`src/rtl/mixedBlockC_package.sv`:
```
// Shared item/sum types and accumulator state encoding for the cStuff consumer.
package mixedBlockC_package;

  localparam int unsigned SEE_W = 5;
  localparam int unsigned DST_W = 7;

  typedef logic [SEE_W-1:0] seeSt;
  typedef logic [DST_W-1:0] dSt;

  typedef enum logic {
    ACCUM = 1'b0,
    EMIT  = 1'b1
  } cstuffAccumStateT;

endpackage

```
`src/rtl/mixed_package.sv`:
```
// Shared constant for the cStuff accumulator: the largest legal group size.
package mixed_package;

  localparam int unsigned CSTUFF_ACC_MAX = 4;

endpackage

```
`src/rtl/cstuff_fifo.sv`:
```
// Small synchronous FIFO with registered full/empty flags and occupancy.
// A push is dropped while full, even if a pop happens in the same cycle.
module cstuff_fifo #(
  parameter type         T     = logic [4:0],
  parameter int unsigned DEPTH = 4
) (
  input  logic                   clk,
  input  logic                   rst,
  input  logic                   push,
  input  T                       push_data,
  input  logic                   pop,
  output T                       pop_data,
  output logic                   full,
  output logic                   empty,
  output logic [$clog2(DEPTH):0] count
);

  localparam int unsigned AW = $clog2(DEPTH);
  localparam int unsigned CW = AW + 1;

  T              mem [DEPTH];
  logic [AW-1:0] wr_ptr;
  logic [AW-1:0] rd_ptr;
  logic          do_push;
  logic          do_pop;
  logic [CW-1:0] count_nxt;

  assign do_push   = push && !full;
  assign do_pop    = pop && !empty;
  assign count_nxt = count + CW'(do_push) - CW'(do_pop);
  assign pop_data  = mem[rd_ptr];

  always_ff @(posedge clk) begin
    if (do_push) mem[wr_ptr] <= push_data;
  end

  // Flags are computed from the next count so they are valid straight out of a register.
  always_ff @(posedge clk or posedge rst) begin
    if (rst) begin
      wr_ptr <= '0;
      rd_ptr <= '0;
      count  <= '0;
      full   <= 1'b0;
      empty  <= 1'b1;
    end else begin
      if (do_push) wr_ptr <= wr_ptr + AW'(1);
      if (do_pop)  rd_ptr <= rd_ptr + AW'(1);
      count <= count_nxt;
      full  <= (count_nxt == CW'(DEPTH));
      empty <= (count_nxt == '0);
    end
  end

endmodule

```
`src/rtl/cstuff_accum.sv`:
```
// Sums groups of ACC_N seeSt items from the cStuffIf stream into dSt words, with flush.
// Optional CSTUFF_ACCUM_STATS_EN adds grp_total/part_total emit counters.
module cstuff_accum
  import mixed_package::*;
  import mixedBlockC_package::*;
#(
  parameter int unsigned ACC_N      = 4,
  parameter int unsigned FIFO_DEPTH = 4
) (
  input  logic        clk,
  input  logic        rst,
  input  logic        cStuffIf_vld,
  input  logic [4:0]  cStuffIf_data,
  output logic        cStuffIf_rdy,
  output logic        dStuffIf_vld,
  output logic [6:0]  dStuffIf_data,
  input  logic        dStuffIf_rdy,
  input  logic        flush,
  output logic [2:0]  grp_cnt
`ifdef CSTUFF_ACCUM_STATS_EN
  ,
  output logic [15:0] grp_total,
  output logic [15:0] part_total
`endif
);

  localparam int unsigned CW = $clog2(FIFO_DEPTH) + 1;

  if (ACC_N == 0 || ACC_N > CSTUFF_ACC_MAX) begin : g_bad_acc_n
    $error("cstuff_accum: ACC_N must be within 1..%0d", CSTUFF_ACC_MAX);
  end

  cstuffAccumStateT state;
  cstuffAccumStateT state_nxt;
  dSt               acc;
  dSt               acc_nxt;
  dSt               sum;
  dSt               data_nxt;
  logic [2:0]       cnt_nxt;
  logic             flush_pend;
  logic             pend_nxt;
  logic             vld_nxt;
  logic             pop;
  logic             part_emit;
  seeSt             item;
  logic             fifo_full;
  logic             fifo_empty;
  logic [CW-1:0]    fifo_count;

  cstuff_fifo #(
    .T     (seeSt),
    .DEPTH (FIFO_DEPTH)
  ) u_fifo (
    .clk       (clk),
    .rst       (rst),
    .push      (cStuffIf_vld),
    .push_data (cStuffIf_data),
    .pop       (pop),
    .pop_data  (item),
    .full      (fifo_full),
    .empty     (fifo_empty),
    .count     (fifo_count)
  );

  assign cStuffIf_rdy = !fifo_full;

  always_ff @(posedge clk or posedge rst) begin
    if (rst) state <= ACCUM;
    else     state <= state_nxt;
  end

  // Next-state logic: queued items always drain before a pending flush is honoured.
  always_comb begin
    state_nxt = state;
    acc_nxt   = acc;
    cnt_nxt   = grp_cnt;
    pend_nxt  = flush_pend | flush;
    vld_nxt   = dStuffIf_vld;
    data_nxt  = dStuffIf_data;
    pop       = 1'b0;
    part_emit = 1'b0;
    sum       = acc + DST_W'(item);
    case (state)
      ACCUM: begin
        if (!fifo_empty) begin
          pop = 1'b1;
          if (grp_cnt + 3'd1 == 3'(ACC_N)) begin
            data_nxt  = sum;
            vld_nxt   = 1'b1;
            acc_nxt   = '0;
            cnt_nxt   = '0;
            state_nxt = EMIT;
          end else begin
            acc_nxt = sum;
            cnt_nxt = grp_cnt + 3'd1;
          end
        end else if (flush_pend) begin
          pend_nxt = flush;
          if (grp_cnt != '0) begin
            data_nxt  = acc;
            vld_nxt   = 1'b1;
            acc_nxt   = '0;
            cnt_nxt   = '0;
            part_emit = 1'b1;
            state_nxt = EMIT;
          end
        end
      end
      EMIT: begin
        if (dStuffIf_rdy) begin
          vld_nxt   = 1'b0;
          state_nxt = ACCUM;
        end
      end
      default: state_nxt = ACCUM;
    endcase
  end

  always_ff @(posedge clk or posedge rst) begin
    if (rst) begin
      acc           <= '0;
      grp_cnt       <= '0;
      flush_pend    <= 1'b0;
      dStuffIf_vld  <= 1'b0;
      dStuffIf_data <= '0;
    end else begin
      acc           <= acc_nxt;
      grp_cnt       <= cnt_nxt;
      flush_pend    <= pend_nxt;
      dStuffIf_vld  <= vld_nxt;
      dStuffIf_data <= data_nxt;
    end
  end

`ifdef CSTUFF_ACCUM_STATS_EN
  // Free-running 16-bit counters; wrap naturally.
  always_ff @(posedge clk or posedge rst) begin
    if (rst) begin
      grp_total  <= '0;
      part_total <= '0;
    end else begin
      if (dStuffIf_vld && dStuffIf_rdy) grp_total <= grp_total + 16'd1;
      if (part_emit) part_total <= part_total + 16'd1;
    end
  end
`endif

  a_full_count : assert property (@(posedge clk) disable iff (rst)
    fifo_full |-> (fifo_count == CW'(FIFO_DEPTH)));

endmodule

```
`config.mk`:
```
export PLATFORM = sky130hd
export DESIGN_NAME = cstuff_accum
export DESIGN_NICKNAME = d
export VERILOG_FILES = /design/src/rtl/mixedBlockC_package.sv /design/src/rtl/mixed_package.sv /design/src/rtl/cstuff_fifo.sv /design/src/rtl/cstuff_accum.sv
export SDC_FILE = /design/constraint.sdc
export NUM_CORES = 1
export LEC_CHECK = 0
export CAP_MARGIN = 20
export CORE_ASPECT_RATIO = 0.8
export CORE_MARGIN = 8
export CORE_UTILIZATION = 35
export CTS_CLUSTER_SIZE = 30
export DETAILED_ROUTE_END_ITERATION = 6
export PLACE_DENSITY_LB_ADDON = 0.08
export SETUP_SLACK_MARGIN = 0.15
export SYNTH_ARGS = -nofsm -noshare
export SYNTH_HDL_FRONTEND = slang
export SYNTH_SLANG_ARGS = --single-unit
export TNS_END_PERCENT = 100
```
`constraint.sdc`:
```
create_clock -name clk -period 3.4 [get_ports clk]
set_clock_uncertainty 0.05 [all_clocks]
set_input_delay 0.68 -clock clk [delete_from_list [all_inputs] [get_ports clk]]
set_output_delay 0.68 -clock clk [all_outputs]
set_load 0.01 [all_outputs]
```
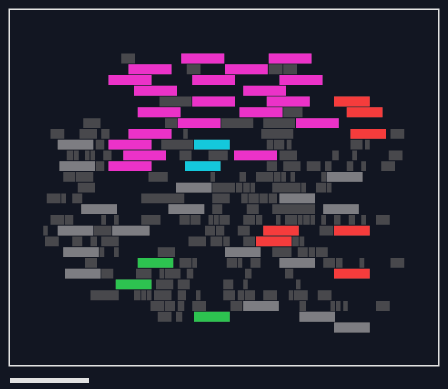
flops_by_reg.png
Bar = 20 microns. Other sequential cells in the stronger grey, the rest of the logic in the fainter grey.
`u_fifo.rd_ptr`: in cyan, sequential cells 2. `dStuffIf_data`: in red, sequential cells 7. `grp_cnt`: in green, sequential cells 3. `u_fifo.mem`: in magenta, sequential cells 20, where top middle.
Another 17 sequential cells are not coloured.

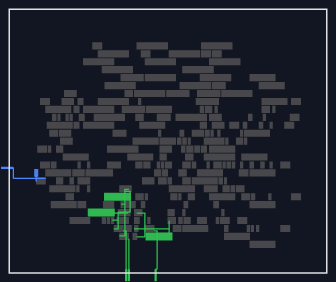
io_fan.png
`grp_cnt`: in green, bits 3, direction output, end cells 3, buffers 3, wire 119 microns. `cStuffIf_rdy`: in blue, bits 1, direction output, end cells 1, buffers 1, wire 17.6 microns.

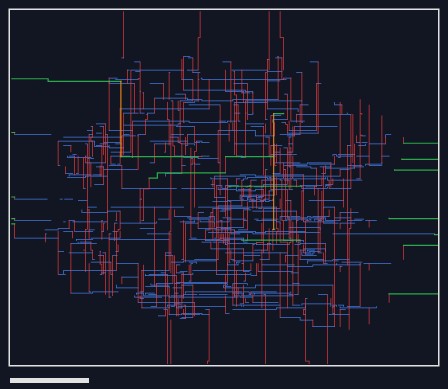
wires.png
Bar = 20 microns.
metal 1: in blue, wire length 2,090 microns. metal 2: in red, wire length 2,150 microns. metal 4: in orange, wire length 48.3 microns. metal 3: in green, wire length 181 microns.
number of vias after detailed routing: 1,452
sum of routed wire length over all layers: 4470 microns
overall fraction of global-route tracks in use: 0.0969
routed length per placed instance: 14.8 microns

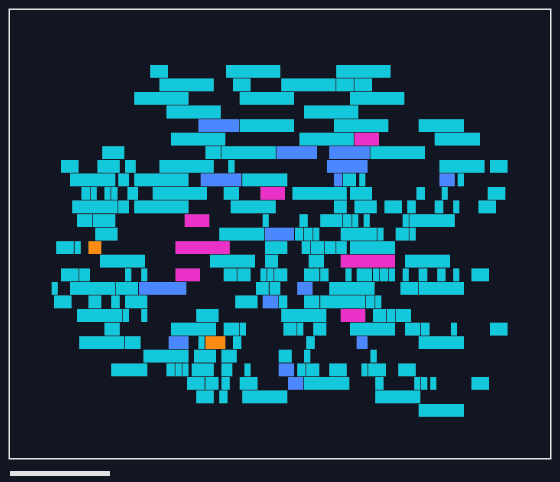
sizes.png
Bar = 20 microns.
_3 and _4 cells: in orange, cells 2. _6 and larger: in magenta, cells 7, most used clkbuf_8. _2 cells: in blue, cells 15, most used mux4_2. _0 and _1 cells: in cyan, cells 191, most used dfrtp_1.
final design instance area without fill: 2790 sq um
final worst slack: 0.813 ns
Layout Area Growth over Synthesis: 17.0%
number of non-clock buffers in the layout: 22

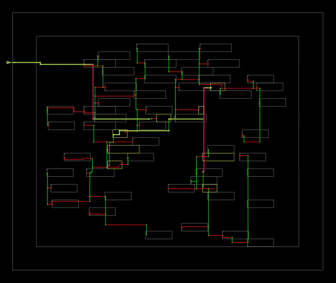
clocks.png
sequential cell count: 49
number of sinks driven by the clock tree: 49
number of CTS-inserted buffers: 5

==> results.yml <==
# physical design summary
synthesis:
  synth-main-ff-cell: "sky130_fd_sc_hd__dfrtp_1"
  mappedNetlistArea_sq_um: 2380
  synth.cells.most_frequent: "28 x sky130_fd_sc_hd__dfrtp_1, 22 x sky130_fd_sc_hd__nand2_1, 20 x sky130_fd_sc_hd__edfxtp_1"
  synth_top_cell_by_area: "sky130_fd_sc_hd__dfrtp_1"
  netlist_top_cells_area: "sky130_fd_sc_hd__dfrtp_1 29%, sky130_fd_sc_hd__edfxtp_1 25%, sky130_fd_sc_hd__ha_1 7.3%"
  top_area_frac: 0.294
  edf_count: 20
  synth-seq-area-share: 0.557
  synth_cell_types: 44
  number_of_synthesized_register_bits: 49
  ys_cells: 193
  avgSynthCellArea_sq_um: 12.3
  asyncSetResetFlopFracSynth: 0.592
  ys_chip_area_sq_um: 2380
  yosysWarningCount: 0
detailed_routing:
  first_pass_iters: 4
  detail-route-antenna-nets: 0
  drt_iter0_markers: 46
  via_per_inst: 4.81
critical_path:
  worst_setup_path_startpoint: "u_fifo.rd_ptr[0]"
  worstSetupEndpoint: "acc[4]"
  crit_path_max_fanout: 7
  cells_on_worst_reg2reg_path: 9
  critical_path.slowest_cell: "sky130_fd_sc_hd__dfrtp_1"
  crit_path_cell_trace: "mux4_2 -> ha_1 -> inv_1 -> fa_1 -> nor2b_1 -> o21ai_0 -> or2b_2 -> xnor2_1 -> o31ai_1"
  timing.rr.start: "u_fifo.rd_ptr[0]"
  crit_path_arrival_time_ns: 2.75
  crit_family: "flip-flops"
  required_time_of_the_critical_path_ns: 3.56
  critical_path_class: "reg -> reg"
  worstReg2RegEnd: "acc[4]"
  endpoint_kind: "register"
  reg2reg_setup_slack_ns: 0.81
  largest_stage_delay_on_the_critical_path_ns: 0.56
  critical_path.startpoint_type: "register"
  critical_path_depth: 9
finish:
  drive_above_1_share: 0.112
  antenna_cells_inserted: 0
  lay_top_cells: "28 x sky130_fd_sc_hd__dfrtp_1, 22 x sky130_fd_sc_hd__nand2_1, 21 x sky130_fd_sc_hd__clkdlybuf4s50_1, 20 x sky130_fd_sc_hd__edfxtp_1, 15 x sky130_fd_sc_hd__inv_1"
  post-route-util: 0.415
sta:
  max_slew_margin: 0.678
  max_clock_freq_ghz: 0.386
  fin_hold_ws_ns: 0.432
  final-hold-violation-count: 0
  tns_ns: 0
  layout_min_cycle_time_ns: 2.59
  timing.final.setup_violations: 0
  unrepaired_setup_endpoints_after_global_routing: "no"
  drv_slew: 0
  fin_crit_sh: 0.761
clock_tree:
  cts_max_path_bufs: 2
  cts.repair_timing.setup_buffer_count: 0
  root_driver: "sky130_fd_sc_hd__clkbuf_8"
  clkSlewWorstSetupHoldPaths_ns: 0.09
  clock_tree_from_tritoncts: "built"
  worst_skew_pair.late_latency_ns: 0.30
  postCtsResizedCells: 0
  ctsHoldBuffers: 0
  cts_max_level: 2
grt:
  gr-usage-met2: 0.154
  grt_pass1_wl_microns: 7500
  first_global_vias: 1542
  globalRoute.busiestLayer: "met2"
  met3_track_demand_over_resource: 0.0292
  grt.met1_usage: 0.121
  antenna_found_initial: 0
  globalRouteOverflowTotal: 0
job:
  max_cap_viol_count: 0
  tool_warnings: 31
floorplanning:
  die-width_microns: 108
  coreArea_sq_um: 6720
  dieHeight_microns: 89.8
  io_pins: 22
  placement_rows: 27
  core_density_at_floorplan: 0.355
min_path:
  min_path_type: "reg -> reg"
  holdPathStages: 2
  min-delay-start: "dStuffIf_data[1]"
status:
  result_of_the_run: "completed"
pwr:
  leakage_uw: 0.00116
  pwr_density_cell_nw_per_um2: 1020
  ir_drop_mv: 0.367
place:
  dpl.hpwl_microns: 3360
  gp_congestion: 0.740
  postPlaceCellArea_sq_um: 2650
  preCtsSetupSlack_ns: 0.755
-- metrics by stage --
step                      instances  total power [uW]
after floorplan                 193              2040
after global placement          294              2370
after detailed placement        294              2400
after CTS                       302              2900
after global routing            302              3100
final                           302              2850
-- power breakdown --
part	switching [uW]	leakage (uW)	internal, uW
sequential	171	0.000536	837
clock	197	0.0000681	292
combinational	703	0.000557	653
total	1070	0.00116	1780
-- final cells by class --
type / count / area (sq um)
fill: 639 / 3940
sequential: 49 / 1330
multi-input combinational: 121 / 943
timing repair buffer: 22 / 218
tap: 87 / 109
clock buffer: 5 / 68.8
clock inverter: 3 / 65.1
inverter: 15 / 56.3
-- flip-flops by register name, summed over array words and instances (netlist names) --
name / cells
u_fifo.wr_ptr: 2
flush_pend: 1
acc: 7
dStuffIf_data: 7
u_fifo.rd_ptr: 2
grp_cnt: 3
state: 1
u_fifo.mem: 20
u_fifo.empty: 1
u_fifo.count: 3
u_fifo.full: 1
dStuffIf_vld: 1
-- cells by family (layout without fill, tap and decap cells) --
kind of cell    Yosys count  count (layout)  synth area share
buf+inv                  23              45            0.0472
compound gates           39              39             0.109
flops                    49              49             0.557
fa+ha+maj                16              16            0.0903
mux                       7               7            0.0562
xor+xnor                  9               9            0.0331
simple gates             50              50             0.107
-- tightest hold or removal path, cell delays in order (launching register included) --
cell and delay, ns:
sky130_fd_sc_hd__dfrtp_1 0.35, sky130_fd_sc_hd__nand2_1 0.06, sky130_fd_sc_hd__o21ai_2 0.05
-- metal layers --
metal,up-vias,wire [microns]
li1,719,-
met1,707,2090
met2,21,2150
met3,5,181
met4,0,48
met5,-,0
Power is estimated from default activity; no workload was simulated.
